### src/rtl/ps_loop_ctrl.sv
// Hardware loop sequencer: a small stack of {start, end, count} loop entries.
// When fetch reaches the top loop's end address it redirects fetch back to the
// loop start, or retires the loop on its last pass.
module ps_loop_ctrl #(
  parameter int ADDR_W = 16,
  parameter int CNT_W  = 16,
  parameter int DEPTH  = 4
) (
  input  logic              clk,
  input  logic              rst,
  input  logic [ADDR_W-1:0] ps_faddr,
  input  logic              ps_idle,
  input  logic              lp_push,
  input  logic [ADDR_W-1:0] lp_start_add,
  input  logic [ADDR_W-1:0] lp_end_add,
  input  logic [CNT_W-1:0]  lp_count,
  input  logic              lp_pop,
  input  logic              lp_clr_ovf,
  output logic              lp_jmp,
  output logic [ADDR_W-1:0] lp_jmp_add,
  output logic [CNT_W-1:0]  lp_cntr,
  output logic              lp_done,
  output logic              lp_stk_empty,
  output logic              lp_stk_full,
  output logic              lp_stk_ovf
);
  localparam int IDX_W = $clog2(DEPTH);
  localparam int SP_W  = IDX_W + 1;

  typedef enum logic [1:0] {S_EMPTY, S_ACTIVE, S_FULL} st_e;

  st_e               st_q, st_d;
  logic [SP_W-1:0]   sp_q, sp_d, sp_post;
  logic [ADDR_W-1:0] start_q [DEPTH];
  logic [ADDR_W-1:0] start_d [DEPTH];
  logic [ADDR_W-1:0] end_q   [DEPTH];
  logic [ADDR_W-1:0] end_d   [DEPTH];
  logic [CNT_W-1:0]  cnt_q   [DEPTH];
  logic [CNT_W-1:0]  cnt_d   [DEPTH];
  logic              done_q, done_d;
  logic              ovf_q, ovf_d;

  logic [IDX_W-1:0]  top;
  logic              run, empty, match, pop_ok, retire, dec, skip, push_req;

  always_ff @(posedge clk or posedge rst) begin
    if (rst) begin
      st_q   <= S_EMPTY;
      sp_q   <= '0;
      done_q <= 1'b0;
      ovf_q  <= 1'b0;
      for (int i = 0; i < DEPTH; i++) begin
        start_q[i] <= '0;
        end_q[i]   <= '0;
        cnt_q[i]   <= '0;
      end
    end else begin
      st_q   <= st_d;
      sp_q   <= sp_d;
      done_q <= done_d;
      ovf_q  <= ovf_d;
      for (int i = 0; i < DEPTH; i++) begin
        start_q[i] <= start_d[i];
        end_q[i]   <= end_d[i];
        cnt_q[i]   <= cnt_d[i];
      end
    end
  end

  always_comb begin
    for (int i = 0; i < DEPTH; i++) begin
      start_d[i] = start_q[i];
      end_d[i]   = end_q[i];
      cnt_d[i]   = cnt_q[i];
    end
    top      = (sp_q == '0) ? '0 : IDX_W'(sp_q - 1'b1);
    run      = !ps_idle;
    empty    = (st_q == S_EMPTY);
    match    = run && !empty && (ps_faddr == end_q[top]);
    pop_ok   = run && lp_pop && !empty;
    // An explicit pop beats an end-match on the same entry: no jump, no done.
    retire   = match && (cnt_q[top] == CNT_W'(1)) && !pop_ok;
    dec      = match && (cnt_q[top] >  CNT_W'(1)) && !pop_ok;
    skip     = run && lp_push && (lp_count == '0);
    push_req = run && lp_push && (lp_count != '0);
    sp_post  = sp_q - SP_W'(pop_ok || retire);
    sp_d     = sp_post;
    done_d   = retire;
    ovf_d    = ovf_q && !lp_clr_ovf;

    if (dec) cnt_d[top] = cnt_q[top] - CNT_W'(1);

    // Push lands on the post-pop pointer, so a retire+push reuses the slot.
    if (push_req) begin
      if (sp_post == SP_W'(DEPTH)) begin
        ovf_d = 1'b1;
      end else begin
        start_d[IDX_W'(sp_post)] = lp_start_add;
        end_d[IDX_W'(sp_post)]   = lp_end_add;
        cnt_d[IDX_W'(sp_post)]   = lp_count;
        sp_d                     = sp_post + SP_W'(1);
      end
    end

    if (sp_d == '0)                 st_d = S_EMPTY;
    else if (sp_d == SP_W'(DEPTH))  st_d = S_FULL;
    else                            st_d = S_ACTIVE;

    lp_jmp     = dec || skip;
    lp_jmp_add = '0;
    if (dec)       lp_jmp_add = start_q[top];
    else if (skip) lp_jmp_add = lp_end_add + ADDR_W'(1);
  end

  assign lp_cntr      = empty ? '0 : cnt_q[top];
  assign lp_done      = done_q;
  assign lp_stk_empty = (st_q == S_EMPTY);
  assign lp_stk_full  = (st_q == S_FULL);
  assign lp_stk_ovf   = ovf_q;

endmodule

### config.mk
export PLATFORM = sky130hd
export DESIGN_NAME = ps_loop_ctrl
export DESIGN_NICKNAME = d
export VERILOG_FILES = /design/src/rtl/ps_loop_ctrl.sv
export SDC_FILE = /design/constraint.sdc
export NUM_CORES = 1
export LEC_CHECK = 0
export ABC_AREA = 1
export CORE_MARGIN = 5
export CORE_UTILIZATION = 61
export CTS_BUF_LIST = sky130_fd_sc_hd__clkbuf_4
export DETAILED_ROUTE_END_ITERATION = 8
export HOLD_SLACK_MARGIN = 0.02
export PLACE_DENSITY = 0.88
export SLEW_MARGIN = 30
export SYNTH_ARGS = -nofsm -noshare
export SYNTH_HDL_FRONTEND = slang
export SYNTH_SLANG_ARGS = --single-unit
### constraint.sdc
create_clock -name clk -period 10.4 [get_ports clk]
set_input_delay 3.12 -clock clk [delete_from_list [all_inputs] [get_ports clk]]
set_output_delay 3.12 -clock clk [all_outputs]
set_load 0.1 [all_outputs]
==> qor_table.md <==
| Result | This run | Unit |
|:---|:---|:---|
| Result of the run | finished, violations left | - |
| Failing checks | DRC | - |
| GR Util met3 | 7.02 | % |
| Number of tapcells | 265 | - |
| Max-cap violations | 0 | - |
| Total of flip-flops plus latches after synthesis | 199 | - |
| Routed WL | 36,200 | microns |
| Flip-flops with a built-in enable | 0 | - |
| Per-instance average area after synthesis | 6.96 | sq um |
| Number of buffers inserted for hold repair after clock tree synthesis | 0 | - |
| Buffers from clock root to sink, at most | 2 | - |
| Crit path max-delay family | simple AND/OR/NAND/NOR gates | - |
| Number of non-clock buffers in the layout | 123 | - |
| Violation tally from detailed-route iteration zero | 1,642 | - |
| Clock-pin slew on the worst setup and hold paths | 0.17 | ns |
| Kind of critical path | input pin to primary output | - |
| Storage cell area | 4980 | sq um |
| Asr flop ratio synth | 100 | % |
| Registers with the most flip-flops | cnt_q (64), end_q (64), start_q (64) | - |
| Final-layout clock buffer total | 17 | - |
| GR Overflow Total | 0 | - |
| Transition time at the pin with the least slew margin | 0.976 | ns |
| Wire length on met2 | 16,400 | microns |
| Post-detailed-route DRC marker count | 3 | - |
| Worst Hold Endpoint | end_q[63] | - |
| Setup slack, reg-to-reg | 3.73 | ns |
| Global-route met1 utilization | 42.2 | % |
| Setup repair after global routing missed its margin | no | - |
| Utilization after layout | 69.0 | % |
| Total Negative Setup Slacks | 0 | ns |
| Cell with the most instances on the worst path | sky130_fd_sc_hd__nand2_1 | - |
| CP startpoint | ps_idle | - |
| Hold WC Path Type | flip-flop to flip-flop | - |
| Sequential-to-total area share from yosys stat | 40.7 | % |
| Filler cell count | 1,626 | - |
| Clock share of power | 9.1 | % |
| Worst hold start | end_q[63] | - |
| Routed met3 length | 4220 | microns |
| Lkg Pwr | 7.03 | nW |
| Routability Congestion | 0.936 | - |
| CP endpoint | lp_jmp_add[13] | - |
| Commonest register cell after synthesis | sky130_fd_sc_hd__dfrtp_1 | - |
| Count of H-tree levels built during CTS | 4 | - |
| Number of top-level pins | 107 | - |
| Final critical-path share of the clock period | 88.9 | % |
| Proportion of netlist area held by the largest area contributor | 40.7 | % |
| Number of clock sinks seen by CTS | 199 | - |
| Number of synthesis warnings | 0 | - |
| Reg2reg start | sp_q[2] | - |
| Post-synthesis instance area | 12,200 | sq um |
| Most crowded layer after global routing | met2 | - |
| Post-cts sizing count | 0 | - |
| Final setup slack of the worst path | 1.16 | ns |
| Count of inverters not on the clock network in the layout | 215 | - |
| Final Hold Violation Tally | 0 | - |
| Synth-to-layout area growth | 10.5 | % |
| Detail Placement HPWL | 23,500 | microns |
| Floorplan Nets | 1,836 | - |
| Cell depth of the worst hold path | 2 | - |
| Clk ins delay skew pair | 0.63 | ns |
| Row cnt | 51 | - |
| Post-CTS Setup Inserts | 0 | - |
| Cell types occupying the most area after synthesis | sky130_fd_sc_hd__dfrtp_1, sky130_fd_sc_hd__nand2_1, sky130_fd_sc_hd__nand3_1, sky130_fd_sc_hd__inv_1, sky130_fd_sc_hd__o21ai_0 | - |
| Core box area | 19,600 | sq um |
| Flop count | 199 | - |
| Layout cells sized above 1 | 5.41 | % |
| CTS tree | yes | - |
| Logic share of the area | 43.6 | % |
| Drt via density | 5.91 | - |
| Power density relative to cell area | 366 | nW/um^2 |
| Most numerous cell types in the synthesized netlist | sky130_fd_sc_hd__nand2_1, sky130_fd_sc_hd__nand3_1, sky130_fd_sc_hd__inv_1 | - |
| Die footprint | 23,000 | sq um |
| Most used standard cell by instance count after synthesis | sky130_fd_sc_hd__nand2_1 | - |
| Maximum ir drop on the vdd rail | 0.196 | mV |
| Vert. Die Dim | 152 | microns |
| Clock period minus final worst setup slack | 9.24 | ns |
| Count of vias placed by the detailed router | 12,289 | - |
| Number of unique standard cell types used by synthesis | 35 | - |
| Worst EP required | 7.28 | ns |
| Power Internal | 2.10 | mW |
| Total of buffers placed on input and output ports | 106 | - |
| DRT met1 WL | 14,000 | microns |
| Power consumption | 4.94 | mW |
| # placed instances | 2,044 | - |
| DR pass1 iterations | 9 | - |
| Wire length of the first global-routing pass | 58,400 | microns |
| Placed standard-cell area | 13,200 | sq um |
| Total routing resource utilization after global routing | 32.1 | % |
| Slowest stage cell on the critical path | sky130_fd_sc_hd__nand2_1 | - |
| Chip area from the yosys synthesis statistics | 12,200 | sq um |
| Comb. cell area | 5900 | sq um |
| Ys cells | 1,757 | - |
| Cell class ranked first by area | multi-input combinational cells | - |
| Reg2Reg Depth | 28 | - |
| Synthesized netlist cell count | 1,757 | - |
| Critical Path, Cell by Cell | clkdlybuf4s50_1 -> nor2_1 -> nand2_1 -> inv_1 -> nand2_1 -> nor2_1 -> nand3_1 -> nor2_4 -> buf_4 -> nand2_1 -> nand2_1 -> o22ai_1 -> buf_4 | - |
## kinds of logic after synthesis
family	count (synthesis)	share of synthesized area, %
xor gates and xnor gates	18	1.29
adders and majority gates	9	0.920
buffers and inverters	316	11.2
DFF	199	40.7
and+or+nand+nor	1024	37.2
AOI/OAI and AO/OA	191	8.70
## power by group through the flow
stage | sequential [mW] | clock (mW) | combinational [mW]
6_report | 1.32 | 0.452 | 3.17
5_1_grt | 1.36 | 0.488 | 3.45
4_1_cts | 1.31 | 0.455 | 3.10
3_5_place_dp | 1.33 | 0 | 3.09
3_3_place_gp | 1.32 | 0 | 3.02
2_1_floorplan | 1.29 | 0 | 2.38
## placed cells by master, fill, tap and decap left out, types with 4 or more instances in the layout
master	netlist	final
sky130_fd_sc_hd__a32o_1	16	16
sky130_fd_sc_hd__inv_1	204	202
sky130_fd_sc_hd__nor2_1	69	69
sky130_fd_sc_hd__nand4_1	74	74
sky130_fd_sc_hd__clkdlybuf4s50_1	0	89
sky130_fd_sc_hd__dfrtp_1	199	199
sky130_fd_sc_hd__clkbuf_4	0	17
sky130_fd_sc_hd__nand2_1	605	602
sky130_fd_sc_hd__inv_2	9	10
sky130_fd_sc_hd__nand2_2	2	4
sky130_fd_sc_hd__inv_12	0	4
sky130_fd_sc_hd__ha_1	9	9
sky130_fd_sc_hd__buf_4	9	34
sky130_fd_sc_hd__clkinv_8	0	8
sky130_fd_sc_hd__a21oi_1	19	19
sky130_fd_sc_hd__nand3_1	225	225
sky130_fd_sc_hd__nor2_2	4	4
sky130_fd_sc_hd__o21ai_1	5	5
sky130_fd_sc_hd__xor2_1	16	16
sky130_fd_sc_hd__nand3b_1	28	28
sky130_fd_sc_hd__o22ai_1	12	12
sky130_fd_sc_hd__o21ai_0	137	137
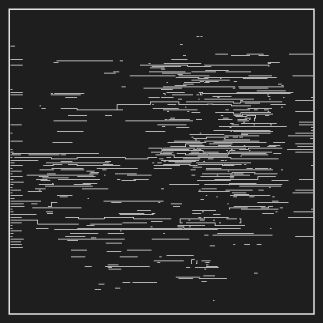
(images/met3.png)
(2 px per micron)
- wire length on this layer: 4,220 microns
- share of all routed wire: 12%
- nets with wire on the layer: 243
- main direction: horizontal
- longest straight run: 81.4 microns

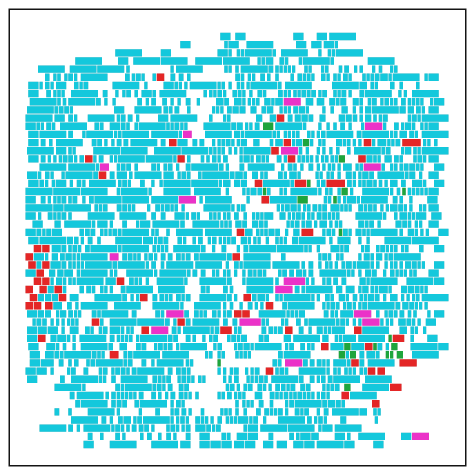
(images/drive_strength.png)
(3 px per micron)
- drive 3 to 4: red (cells 60)
- drive 2: green (cells 21)
- drive 1 or less: cyan (cells 1,713)
- drive 6 and up: magenta (cells 17)

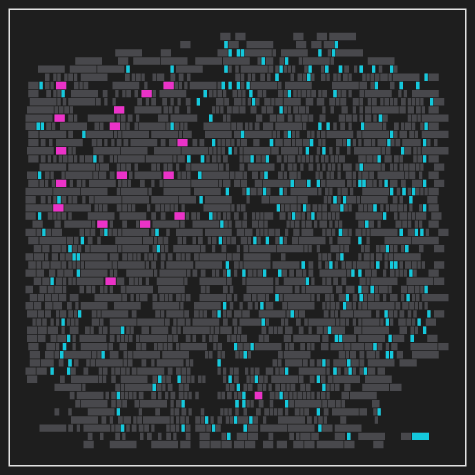
(images/gate_families.png)
(3 px per micron)
- inverters: cyan (cells 215; where widely spread)
- AND-OR and OR-AND gates: magenta (cells 17)

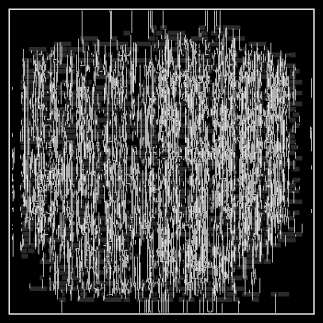
(images/met2.png)
(2 px per micron) Cells faint in the background.
- wire length on this layer: 16,400 microns
- nets with wire on the layer: 1,451
- share of all routed wire: 45%

Power and IR drop assume default switching activity.
